Design multi_nibble_add_seq_flat, sky130hd; sources not shown.
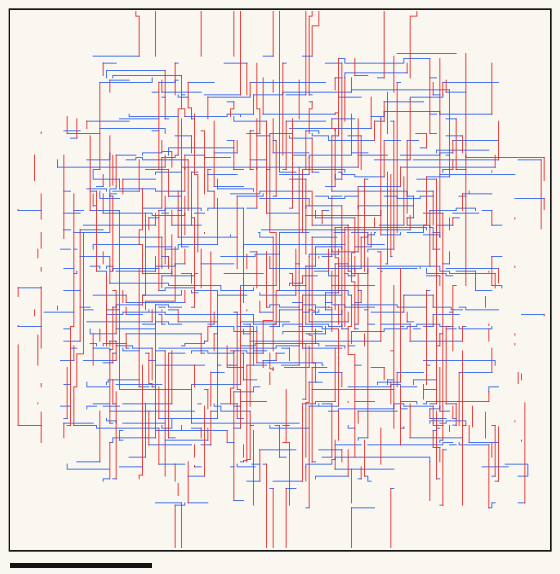
run_1/wires.png
The bar under the picture is 20 um long. Only two layers are drawn.
red -> metal 2  # wire length 2,530 um
blue -> metal 1  # wire length 2,070 um
wire length reported by the detailed router: 4920 um
routed length per instance: 14.3 um
DR vias: 1,805
overall global routing resource usage: 18.4%

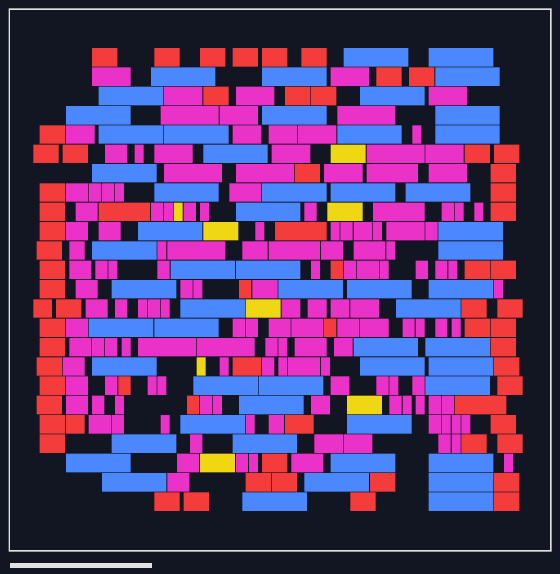
run_1/placement_by_type.png
The bar under the picture is 20 um long.
blue -> flops  # cells 56, share of their area 42%
magenta -> combinational and other logic  # cells 147, share of their area 36%
red -> other buffers and delay cells  # cells 67, share of their area 20%
yellow -> clock drivers and dummy loads  # cells 8, share of their area 2.7%
area of all placed cells without fillers: 0.00344 mm2
Row Count: 24
final core occ: 75.8%

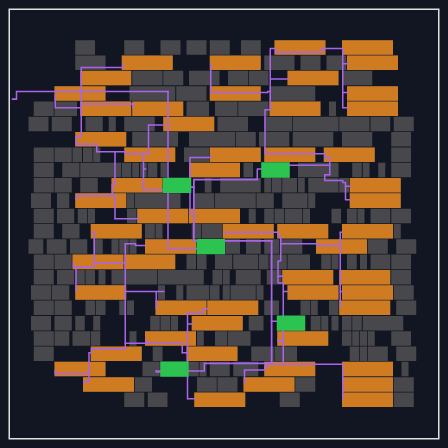
run_1/clk_routes.png
green -> clock drivers  # count 5
orange -> flip-flops  # count 56
purple -> clock wires  # length 575 um
flops lie = spread over the die
routed clock nets = 6
Clock Power Share: 10.9%
power in the clock group: 275 uW
clock insertion delay at the later pin of the skew report: 310 ps

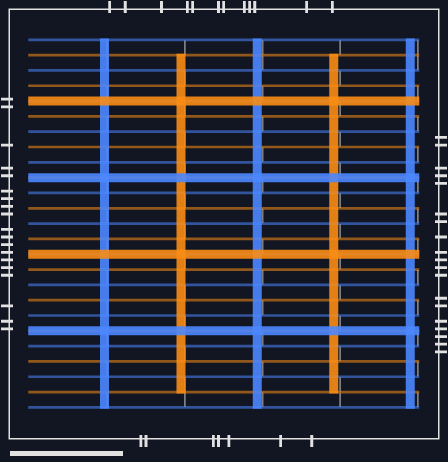
run_1/power_grid.png
The bar under the picture is 20 um long. Pins as bars on the die edge. Tap cells in gray.
blue -> VSS
orange -> VDD
rows = 24
signal pins = 57
met4 straps = 5
core box area: 0.00453 mm2
DIE WIDTH: 76.0 um

==> notes.md, run 1 <==
Physical implementation

The count of cells along the worst hold path is 2. Per the post-synthesis report, the nets total 260. The prevailing post-synth register cell is dfrtp_1. Gates resized during post-CTS repair numbered 0. The synthesis report lists the most area-consuming cells as dfrtp_1, mux2_4, mux4_2.

The number of global-route vias before repair is 1,808. The cell type of the slowest stage on the worst timing path is mux4_2. The violation tally recorded at the end of detailed-routing iteration 0 is 108.

TritonCTS built the clock tree. For reference, the final report shows the max-slew violation count at 0. The report puts the hold buffer count at CTS at 0. For this run, the number of Yosys warnings is 0. The measured slew at the worst slew-check pin is approximately 550 ps. The setup TNS is 0 ps.

The fraction of the mapped netlist area in compound gates is 7.52%. Dividing the final minimum period by the clock period gives 68.4%. The count of clock tree sinks is 56. The critical path's top delay family is AND-OR/OR-AND gates. The count of port buffers added during placement is 55. The internal power contribution is 1590 uW. The per-cell via count in the routed design is 5.26. The area fraction in and, or, nand and nor cells after synthesis is 6.91%.

The path type of the worst min-delay path is register to register. The chip area is 0.00578 mm2. The final design was reported to hold multi-input combinational gates totalling 135. The headroom to the max-slew limit is 62.4%. The flow ran to the end, and the final reports show no timing, DRC or antenna violations. The highest signal layer in the routed design is met4. The number of post-CTS setup repair buffers is 0. The layout has 8 clock buffers. Among all cell types in the netlist, the one instantiated most often is dfrtp_1. Excluding fillers, the count of instances in the completed layout stands at around 340. The total cells reported by yosys after synthesis is between 200 and 250. The worst setup path is of the register to register kind. The placer congestion estimate is ~0.77. Of the total standard cell area in the layout, the multi-input combinational portion is 33.4%. The flop count is 56.

The maximum fanout encountered on the critical timing path is 10. Global routing used 4.73% of the available met3 tracks. The power density over the cells is 734 mW/mm2. The area of combinational cells with multiple inputs is around 0.0011 mm2. Per the cell usage report, the commonest logic cells after layout are dfrtp_1, clkdlybuf4s50_1, o21ai_0. The repair_antennas step left the layout with diodes totalling 0. The peak clock frequency supported by timing is 325 MHz. The relative area of clock buffers and inverters in the final design is 2.62%.

The tapcell count is ~65. The plain and repair buffers instantiated in the layout total 67. After synthesis, the most frequently instantiated cells are dfrtp_1, o21ai_0, nand2_1. The net total in the final layout is 323. The number of unique standard cell types used by synthesis is 28. The floorplan step records an initial core utilization of 59.5%. The count of final hold-check violations is 0.

The required time at the endpoint of the critical path is roughly 4700 ps. The adder-cell share of the synthesized area is 5.01%.
run_1/placement.png
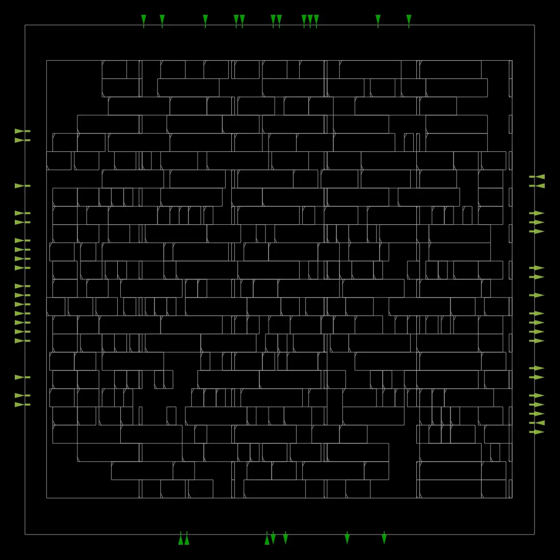

==> inputs of run 2 (changes only) <==
--- a/config.mk
+++ b/config.mk
@@ -7,11 +7,11 @@
 export LEC_CHECK = 0
 export CAP_MARGIN = 15
 export CORE_MARGIN = 3
-export CORE_UTILIZATION = 55
+export CORE_UTILIZATION = 51
 export CTS_CLUSTER_SIZE = 14
 export DETAILED_ROUTE_END_ITERATION = 10
 export GPL_TIMING_DRIVEN = 0
-export PLACE_DENSITY = 0.88
+export PLACE_DENSITY = 0.83
 export SETUP_SLACK_MARGIN = 0.1
 export SYNTH_ARGS = -nofsm -noshare
 export SYNTH_HDL_FRONTEND = slang
==> constraint.sdc (replaced) <==
create_clock -name clk -period 3.1 [get_ports clk]
set_clock_uncertainty 0.05 [all_clocks]
set_input_delay 0.62 -clock clk [delete_from_list [all_inputs] [get_ports clk]]
set_output_delay 0.62 -clock clk [all_outputs]
set_load 0.01 [all_outputs]
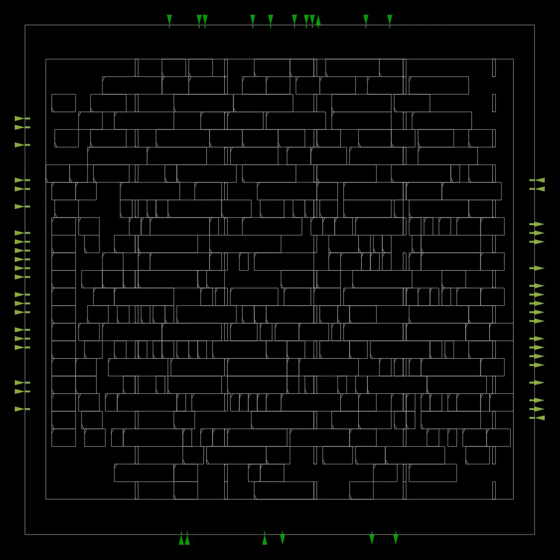
run_2/placement.png
final core occ: 70.5%
total number of sequential cells: 56
share of cell area taken by flip-flops and latches: 40.5%
number of fill cells: 381

==> run 2 against run 1 <==
  * Largest power group unchanged
  * Largest cell class unchanged
  * Sequential cell count did not move
  * Cell area grew 0.76%
  * Critical path depth unchanged
  * First-iteration DRC count decreased by 28%
  * Critical endpoint unchanged
  * Register-to-register slack got worse by 1200 ps
  * Cell count rose by 0.58%
  * Total power up 50%
  * Wire length up 6.7%
  * Non-clock buffer count is the same
  * Area after synthesis is the same
==> notes.md, run 2 <==
Physical implementation

The count of non-CTS buffers in the layout is 67 (unchanged). The combinational share of cell area came to 33.2% (-0.22 points). The largest contributor to cell area by class is registers. The number of gates given a new drive strength after cts is 1 (+1). The adder-cell share of the synthesized area was 5.01% (unchanged). The area of combinational cells with multiple inputs came to 0.00115 mm2 (+0.11%). The maximum resistive drop on vdd is 0.413 mV. The standard cell core area was 0.00491 mm2 (+8.3%). The number of post-CTS setup repair buffers is 0 (unchanged). The required time at the endpoint of the critical path is 3310 ps (-1390 ps). The measured slew at the worst slew-check pin is 480 ps (-71.0 ps). The power density over the cells came to 1090 mW/mm2 (+49%). The fraction of the mapped netlist area in compound gates is 7.52% (unchanged). Setup repair after global routing could not meet its margin everywhere. The count of final hold-check violations is 0 (unchanged). The count of clock tree sinks is 56 (unchanged). The top cell type by instance count after synthesis is dfrtp_1. TritonCTS built the clock tree. The internal power contribution came to 2370 uW (+49%). The number of placement rows is 25 (+4.2%). The total cells reported by yosys after synthesis is 214 (unchanged). The number of max-slew violations in the final report is 0 (unchanged). The maximum fanout encountered on the critical timing path is 10 (unchanged). The flow ran to the end, and the final reports show no timing, DRC or antenna violations. The headroom to the max-slew limit is 68.0% (+5.6 points). The wire length per cell is 15.2 um (+6.1%). The antenna diode count is 0 (unchanged). STA puts the critical path data arrival time at 3080 ps.

TritonCTS created 5 clock buffers. The setup TNS was 0 ps (unchanged). The total routing resource utilization after global routing is 18.9% (+0.43 points). The multi-input combinational cell count was 135 (unchanged). The net total in the final layout is 323 (unchanged). The timing report gives the biggest stage delay along the critical path as about 550 ps. The timing report shows that the slowest cell on the worst path is mux4_2. The prevailing post-synth register cell is dfrtp_1.

The count of hold-fix buffers inserted at cts is 0 (unchanged). The placer congestion estimate came to 0.794 (+3.4%). The post-route clock period utilization is 92.5% (+24 points). Ranked by total cell area, the synthesized netlist is headed by dfrtp_1, mux2_4, mux4_2.

By count the netlist is led by dfrtp_1, o21ai_0, nand2_1. The area fraction in and, or, nand and nor cells after synthesis came to 6.91% (unchanged). The H-tree level count is 2. The chip area is 0.00620 mm2 (+7.2%). The total via count in the routed design came to 1,786 (-1.1%). The number of unique standard cell types used by synthesis is 28 (unchanged). The relative area of clock buffers and inverters in the final design is 3.21% (+0.59 points). The critical path's top delay family is adder cells.

In the layout the commonest cells are clkdlybuf4s50_1, dfrtp_1, o21ai_0. The net switching power in the latest report is 1410 uW. The global routing usage on met1 is between 20% and 30%. The violation count after the first detailed-routing iteration was 78 (-28%). The wire length after detailed routing is 5250 um (+6.7%). The peak clock frequency supported by timing is 349 MHz (+7.4%). The tapcell count is 67 (+3.1%).

The count of placed standard cells in the final layout, fillers left out is 345 (+0.58%). The highest signal layer in the routed design is met4. The net count entering floorplan is 260 (unchanged).

The number of clock buffers in the layout is 5 (-3). The number of global-route vias before repair is 1,820 (+0.66%). The chip width was 78.7 um (+3.5%).

The count of cells along the worst hold path is 2 (unchanged). According to the report, the first pass of detailed routing completed in 4 iterations. The per-cell via count in the routed design is 5.18 (-1.6%). The sequential fraction of design power is 34.7%. The count of port buffers added during placement is 55 (unchanged). The met3 routing resource usage after global routing is 4.76% (+0.034 points). The starting utilization of the core area is 54.9% (-4.6 points). The classification of the worst setup path is register to register.

The cell area after layout is 0.00346 mm2 (+0.76%). The synthesis warning total is 0 (unchanged). Note that the worst hold path type here is register to register.
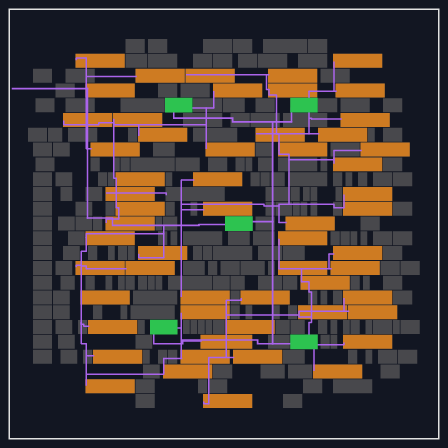
run_2/clk_routes.png
power in the clock group: 484 uW
clock insertion delay at the later pin of the skew report: 320 ps
Clock Power Share: 12.8%

Power is estimated from default activity; no workload was simulated.
